`config.mk`:
```
export PLATFORM = sky130hd
export DESIGN_NAME = pool_tile_reader
export DESIGN_NICKNAME = d
export VERILOG_FILES = /design/src/rtl/pool_pkg.sv /design/src/rtl/pool_reduce_unit.sv /design/src/rtl/pool_tile_reader.sv
export SDC_FILE = /design/constraint.sdc
export NUM_CORES = 1
export LEC_CHECK = 0
export ABC_CLOCK_PERIOD_IN_PS = 3900
export CORE_MARGIN = 5
export CORE_UTILIZATION = 35
export DETAILED_ROUTE_END_ITERATION = 7
export SLEW_MARGIN = 20
export SYNTH_ARGS = -nofsm -noshare
export SYNTH_HDL_FRONTEND = slang
export SYNTH_HIERARCHICAL = 1
export SYNTH_SLANG_ARGS = --single-unit
```
`constraint.sdc`:
```
create_clock -name clk -period 3.9 [get_ports clk]
set_input_delay 0.78 -clock clk [delete_from_list [all_inputs] [get_ports clk]]
set_output_delay 0.78 -clock clk [all_outputs]
set_load 0.005 [all_outputs]
```
`src/rtl/pool_pkg.sv`:
```
// Shared types and helpers for the pooling tile reader: FSM states, pooling
// modes and the in-window address offset.
package pool_pkg;

  typedef enum logic [1:0] {
    IDLE  = 2'd0,
    ISSUE = 2'd1,
    DRAIN = 2'd2,
    OUT   = 2'd3
  } pool_state_t;

  typedef enum logic {
    POOL_MAX = 1'b0,
    POOL_AVG = 1'b1
  } pool_mode_t;

  // Offset of sample k inside a 2x2 window of a row-major tile.
  function automatic int off(input int k, input int tile_dim);
    case (k)
      0:       return 0;
      1:       return 1;
      2:       return tile_dim;
      default: return tile_dim + 1;
    endcase
  endfunction

endpackage

```
`src/rtl/pool_reduce_unit.sv`:
```
// Four-sample reducer: signed max or floor-average. The result port reflects
// the value including the sample presented this cycle.
module pool_reduce_unit
  import pool_pkg::*;
#(
  parameter int DATA_WIDTH = 16
) (
  input  logic                  clk,
  input  logic                  rst,
  input  logic                  init,
  input  logic                  acc_en,
  input  pool_mode_t            mode,
  input  logic [DATA_WIDTH-1:0] din,
  output logic [DATA_WIDTH-1:0] result
);

  // Two guard bits hold the sum of four samples without overflow.
  logic signed [DATA_WIDTH+1:0] acc_reg;
  logic signed [DATA_WIDTH+1:0] acc_next;
  logic signed [DATA_WIDTH+1:0] din_ext;

  always_comb begin
    din_ext  = {{2{din[DATA_WIDTH-1]}}, din};
    acc_next = acc_reg;
    if (init) begin
      acc_next = din_ext;
    end else if (acc_en) begin
      if (mode == POOL_AVG) begin
        acc_next = acc_reg + din_ext;
      end else if (din_ext > acc_reg) begin
        acc_next = din_ext;
      end
    end
    result = (mode == POOL_AVG) ? DATA_WIDTH'(acc_next >>> 2) : DATA_WIDTH'(acc_next);
  end

  always_ff @(posedge clk or posedge rst) begin
    if (rst) begin
      acc_reg <= '0;
    end else begin
      acc_reg <= acc_next;
    end
  end

endmodule

```
`src/rtl/pool_tile_reader.sv`:
```
// Walks a square tile in 2x2 windows, reads each window from the register file
// and streams one pooled value per window on a valid/ready interface.
module pool_tile_reader
  import pool_pkg::*;
#(
  parameter int DATA_WIDTH = 16,
  parameter int TILE_DIM   = 4,
  parameter int ADDR_WIDTH = 4,
  parameter int IDX_WIDTH  = 2
) (
  input  logic                  clk,
  input  logic                  rst,
  input  logic                  start,
  input  logic                  pool_mode,
  output logic                  busy,
  output logic                  done,
  output logic [ADDR_WIDTH-1:0] rd_addr,
  input  logic [DATA_WIDTH-1:0] rd_data,
  output logic                  res_valid,
  input  logic                  res_ready,
  output logic [DATA_WIDTH-1:0] res_data,
  output logic [IDX_WIDTH-1:0]  res_idx
);

  localparam int HALF   = TILE_DIM / 2;
  localparam int LAST_W = HALF * HALF - 1;

  pool_state_t           state_reg, state_next;
  pool_mode_t            mode_reg;
  logic [1:0]            k_reg;
  logic [IDX_WIDTH-1:0]  w_reg;
  logic                  done_reg;
  logic [DATA_WIDTH-1:0] res_data_reg;
  logic [DATA_WIDTH-1:0] reduce_result;
  logic                  last_w;
  logic                  sample_init;
  logic                  sample_en;

  assign last_w = (w_reg == IDX_WIDTH'(LAST_W));

  always_ff @(posedge clk or posedge rst) begin
    if (rst) begin
      state_reg <= IDLE;
    end else begin
      state_reg <= state_next;
    end
  end

  always_comb begin
    state_next = state_reg;
    case (state_reg)
      IDLE:    if (start) state_next = ISSUE;
      ISSUE:   if (k_reg == 2'd3) state_next = DRAIN;
      DRAIN:   state_next = OUT;
      OUT:     if (res_ready) state_next = last_w ? IDLE : ISSUE;
      default: state_next = IDLE;
    endcase
  end

  // Read data trails the address by a cycle, so samples land at k=1..3 and DRAIN.
  always_comb begin
    busy        = (state_reg != IDLE);
    res_valid   = (state_reg == OUT);
    sample_init = (state_reg == ISSUE) && (k_reg == 2'd1);
    sample_en   = ((state_reg == ISSUE) && (k_reg != 2'd0)) || (state_reg == DRAIN);
    rd_addr     = '0;
    if (state_reg == ISSUE) begin
      rd_addr = ADDR_WIDTH'(2 * TILE_DIM * (int'(w_reg) / HALF) + 2 * (int'(w_reg) % HALF)
                            + off(int'(k_reg), TILE_DIM));
    end
  end

  always_ff @(posedge clk or posedge rst) begin
    if (rst) begin
      mode_reg     <= POOL_MAX;
      k_reg        <= '0;
      w_reg        <= '0;
      done_reg     <= 1'b0;
      res_data_reg <= '0;
    end else begin
      done_reg <= (state_reg == OUT) && res_ready && last_w;
      case (state_reg)
        IDLE: begin
          if (start) begin
            mode_reg <= pool_mode_t'(pool_mode);
            w_reg    <= '0;
            k_reg    <= '0;
          end
        end
        ISSUE:   k_reg <= k_reg + 2'd1;
        DRAIN:   res_data_reg <= reduce_result;
        OUT: begin
          if (res_ready && !last_w) begin
            w_reg <= w_reg + IDX_WIDTH'(1);
          end
        end
        default: ;
      endcase
    end
  end

  pool_reduce_unit #(
    .DATA_WIDTH(DATA_WIDTH)
  ) u_reduce (
    .clk    (clk),
    .rst    (rst),
    .init   (sample_init),
    .acc_en (sample_en),
    .mode   (mode_reg),
    .din    (rd_data),
    .result (reduce_result)
  );

  assign done     = done_reg;
  assign res_data = res_data_reg;
  assign res_idx  = w_reg;

endmodule

```
### Sequential cells coloured by netlist name, run 1

Scale bar: 20 µm. Other sequential cells in the stronger grey, the rest of the logic in the fainter grey.
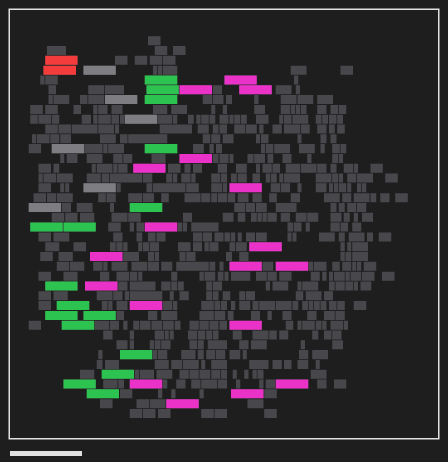
Magenta shows u_reduce/acc_reg, placed flops 18. Green shows res_data, placed flops 16. Red shows res_idx, placed flops 2.
Another 6 sequential cells are not coloured.

### Gate-type map, run 1

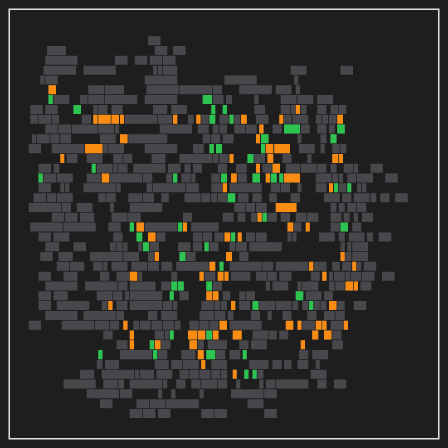
Orange shows nor cells, cells 78. Green shows nand cells, cells 51.

### Congestion heat map, run 1

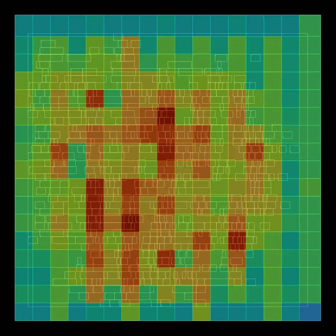
drt wl/cell: 17.9 µm
met1 Track Usage GR: 25.5%
gr busiest metal: met2

### Cell classes on the final placement, run 1

Scale bar: 20 µm.
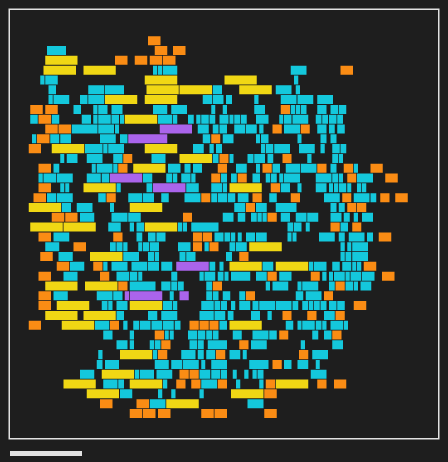
Cyan shows remaining logic cells, cells 421, share of their area 58%. Yellow shows registers, cells 42, share of their area 20%. Purple shows clock drivers and dummy loads, cells 8, share of their area 3.2%. Orange shows remaining buffers and delay cells, cells 112, share of their area 18%.

==> out/results.env, run 1 <==
FINAL-SEQ-AREA_UM2=1050
FIRST_ITER_VIOLATIONS=301
FF2FF_SETUP_SLACK_PS=620
SLEW_VIOL_FINAL=0
POST_SYNTH_AND_OR_NAND_NOR_AREA_FRACTION_PCT=18.9
OUTCOME='finished, final reports clean'
ENABLE_FLOP_CELLS=0
GRTUSAGETOTAL_PCT=18.0
NETLIST_AREA_UM2=4130
NETS=651
WARNING_COUNT=52
CRIT_PATH_FREQUENT_CELL='sky130_fd_sc_hd__buf_4'
GRT_START_MAX_NET_PINS=27
CTS-HOLD-FIX-BUFFERS=0
ROUTED_VIA_DENSITY=5.62
YS.WARNINGS.COUNT=6
WORSTHOLDPATHTYPE='register to register'
PORT_BUFFERS=45
WORSTREG2REGEND='res_data[7]$_DFFE_PP0N_'
SYNTH.CELLMIX.COMPOUNDSHARE_PCT=24.0
N_SEQUENTIAL_CELL=42
TOP_AREA_SHARE_PCT=25.4
DPL-INSTANCE-AREA_UM2=5180
POST-PLACE-WS_PS=-185
DESIGN_AREA_UM2=5360
HOLD-PATH-ENDPOINT='res_data[11]$_DFFE_PP0N_'
GLOBAL_ROUTE.USAGE.MET2_PCT=29.1
HOLD_VIOLATIONS=0
HOLD_DEPTH=1
GLOBAL_ROUTE.OVERFLOW_TOTAL=0
COREAREA_UM2=11500
POST-SYNTH-TOP-AREA-CELL='sky130_fd_sc_hd__dfrtp_1'
WORST_CLOCK_SKEW_PS=4.38
FLOORPLAN.IO_PINS=46
PLACE_INST=718
WORST_SETUP_ENDPOINT='res_data[7]$_DFFE_PP0N_'
STARTPOINT='rd_data[15]'
CTS-BUFFERS-INSERTED=5
HTREE_LEVELS=2
FLOORPLAN.ROWS=39
MAX_FREQ_GHz=0.265
FINAL_CELL_MIX='sky130_fd_sc_hd__buf_4 (67), sky130_fd_sc_hd__inv_1 (49), sky130_fd_sc_hd__ha_1 (47), sky130_fd_sc_hd__clkdlybuf4s50_1 (45), sky130_fd_sc_hd__dfrtp_1 (42)'
GRT_PASS1_VIAS=4078
NUMBER_OF_MULTI_INPUT_COMBINATIONAL_CELLS=371
CTS_TREE='done'
==> run 1: report_power, final <==
| part | leakage, nW | switching, mW | internal [mW] | total (mW) |
|---|---|---|---|---|
| clock | 0.0771 | 0.181 | 0.303 | 0.483 |
| sequential | 0.490 | 0.190 | 0.662 | 0.852 |
| combinational | 1.87 | 2.02 | 1.76 | 3.78 |
==> run 1: worst max-delay path, delay by kind of cell <==
family                     cells  cell delay, ps
AOI/OAI and AO/OA              2             610
adders and majority gates      1             370
buffers and inverters          3             890
muxes                          1             140
and+or+nand+nor                5            1210
==> run 1: per-stage QoR <==
stage	utilization, %	TNS, ps
after floorplan	-	0
after global placement	45.0	-379
after detailed placement	45.0	-753
after CTS	46.4	0
after global routing	46.6	0
final	46.6	0
==> run 2, diff against run 1 <==
ABC_CLOCK_PERIOD_IN_PS = 3800   (was 3900)
SKIP_CTS_REPAIR_TIMING = 1   (was unset)
clock period = 3.8 ns   (was 3.9 ns; I/O delays follow)
### Gate-type map, run 2

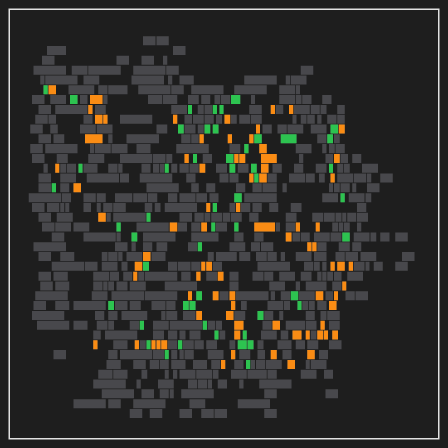
Orange shows nor cells, cells 78. Green shows nand cells, cells 51.

### Routed metal, one colour a layer, run 2

Scale bar: 20 µm. Only two layers are drawn.
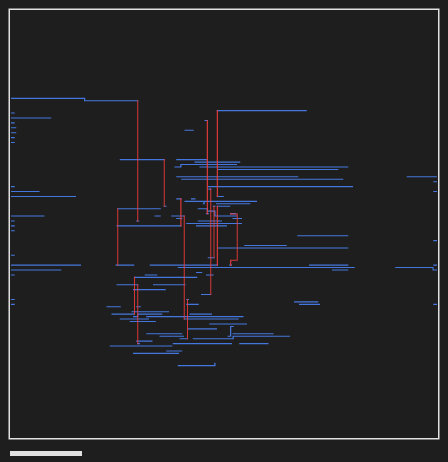
Red shows M4, wire length 263 µm. Blue shows M3, wire length 995 µm.

### Cell classes on the final placement, run 2

Scale bar: 20 µm.
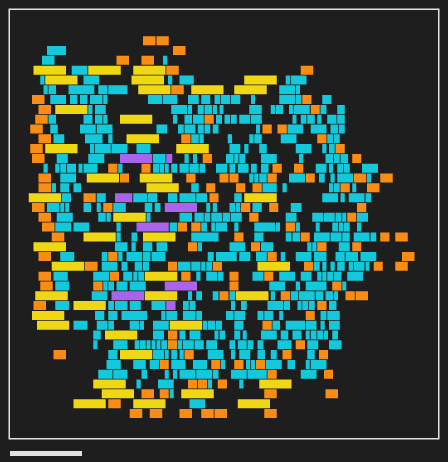
Cyan shows remaining logic cells, cells 421, share of their area 58%. Yellow shows registers, cells 42, share of their area 20%. Orange shows remaining buffers and delay cells, cells 121, share of their area 19%. Purple shows clock drivers and dummy loads, cells 8, share of their area 2.9%.

==> out/results.env, run 2 <==
OUTCOME='finished, final reports clean'
POWERCOMB_mW=3.95  # +4%
WORSTPATHBUFFERINVERTERCOUNT=4  # +1
WORSTHOLDPATHTYPE='register to register'
POST-PLACE-WS_PS=-207  # -22.6 ps
DPL-INSTANCE-AREA_UM2=5250  # +1.3%
ENABLE_FLOP_CELLS=0  # unchanged
NETLIST_AREA_UM2=4130  # unchanged
COMB_POWER_SHARE_PCT=74.8  # +0.9 points
HOLD_DEPTH=1  # unchanged
SLEW_VIOL_FINAL=0  # unchanged
FINAL_CORE_UTIL_PCT=47.1  # +0.52 points
FLOORPLAN.IO_PINS=46  # unchanged
GRTUSAGETOTAL_PCT=18.7  # +0.73 points
PORT_BUFFERS=45  # unchanged
CTS-BUFFERS-INSERTED=5  # unchanged
STARTPOINT='rd_data[0]'
NETS=660  # +1.4%
SEQ_POWER_SHARE_PCT=16.7  # about the same
CRIT_CELLS=14  # +2
YS.WARNINGS.COUNT=6  # unchanged
HOLD_VIOLATIONS=0  # unchanged
COREAREA_UM2=11500  # unchanged
ROUTED_VIA_DENSITY=5.63  # +0.20%
POWER_LEADER='combinational cells'
POST-SYNTH-TOP-AREA-CELL='sky130_fd_sc_hd__dfrtp_1'
WORSTREG2REGEND='res_data[7]$_DFFE_PP0N_'
GRT.BUSIEST_LAYER='met2'
GLOBAL_ROUTE.OVERFLOW_TOTAL=0  # unchanged
CTS_TREE='done'
-- run 2: cell counts after synthesis --
Identical to the previous run, type by type.
-- run 2: final cells by class --
cell class / count / area share [%]
multi-input cells: 371 / 52.2
flip-flops and latches: 42 / 19.4
repair buffers: 121 / 18.8
inverters: 50 / 3.46
well taps: 143 / 3.30
clock buffers: 6 / 2.56
clock inverters: 2 / 0.231
-- run 2: cells by family after synthesis --
logic type / Yosys count / synth area share (%)
AND-OR/OR-AND: 132 / 24.0
XOR/XNOR: 14 / 2.97
adder cells (fa/ha/maj): 48 / 14.7
buffers and inverters: 67 / 6.66
flip-flops: 42 / 25.4
multiplexers: 27 / 7.29
AND/OR/NAND/NOR: 150 / 18.9
Power and IR drop assume default switching activity.
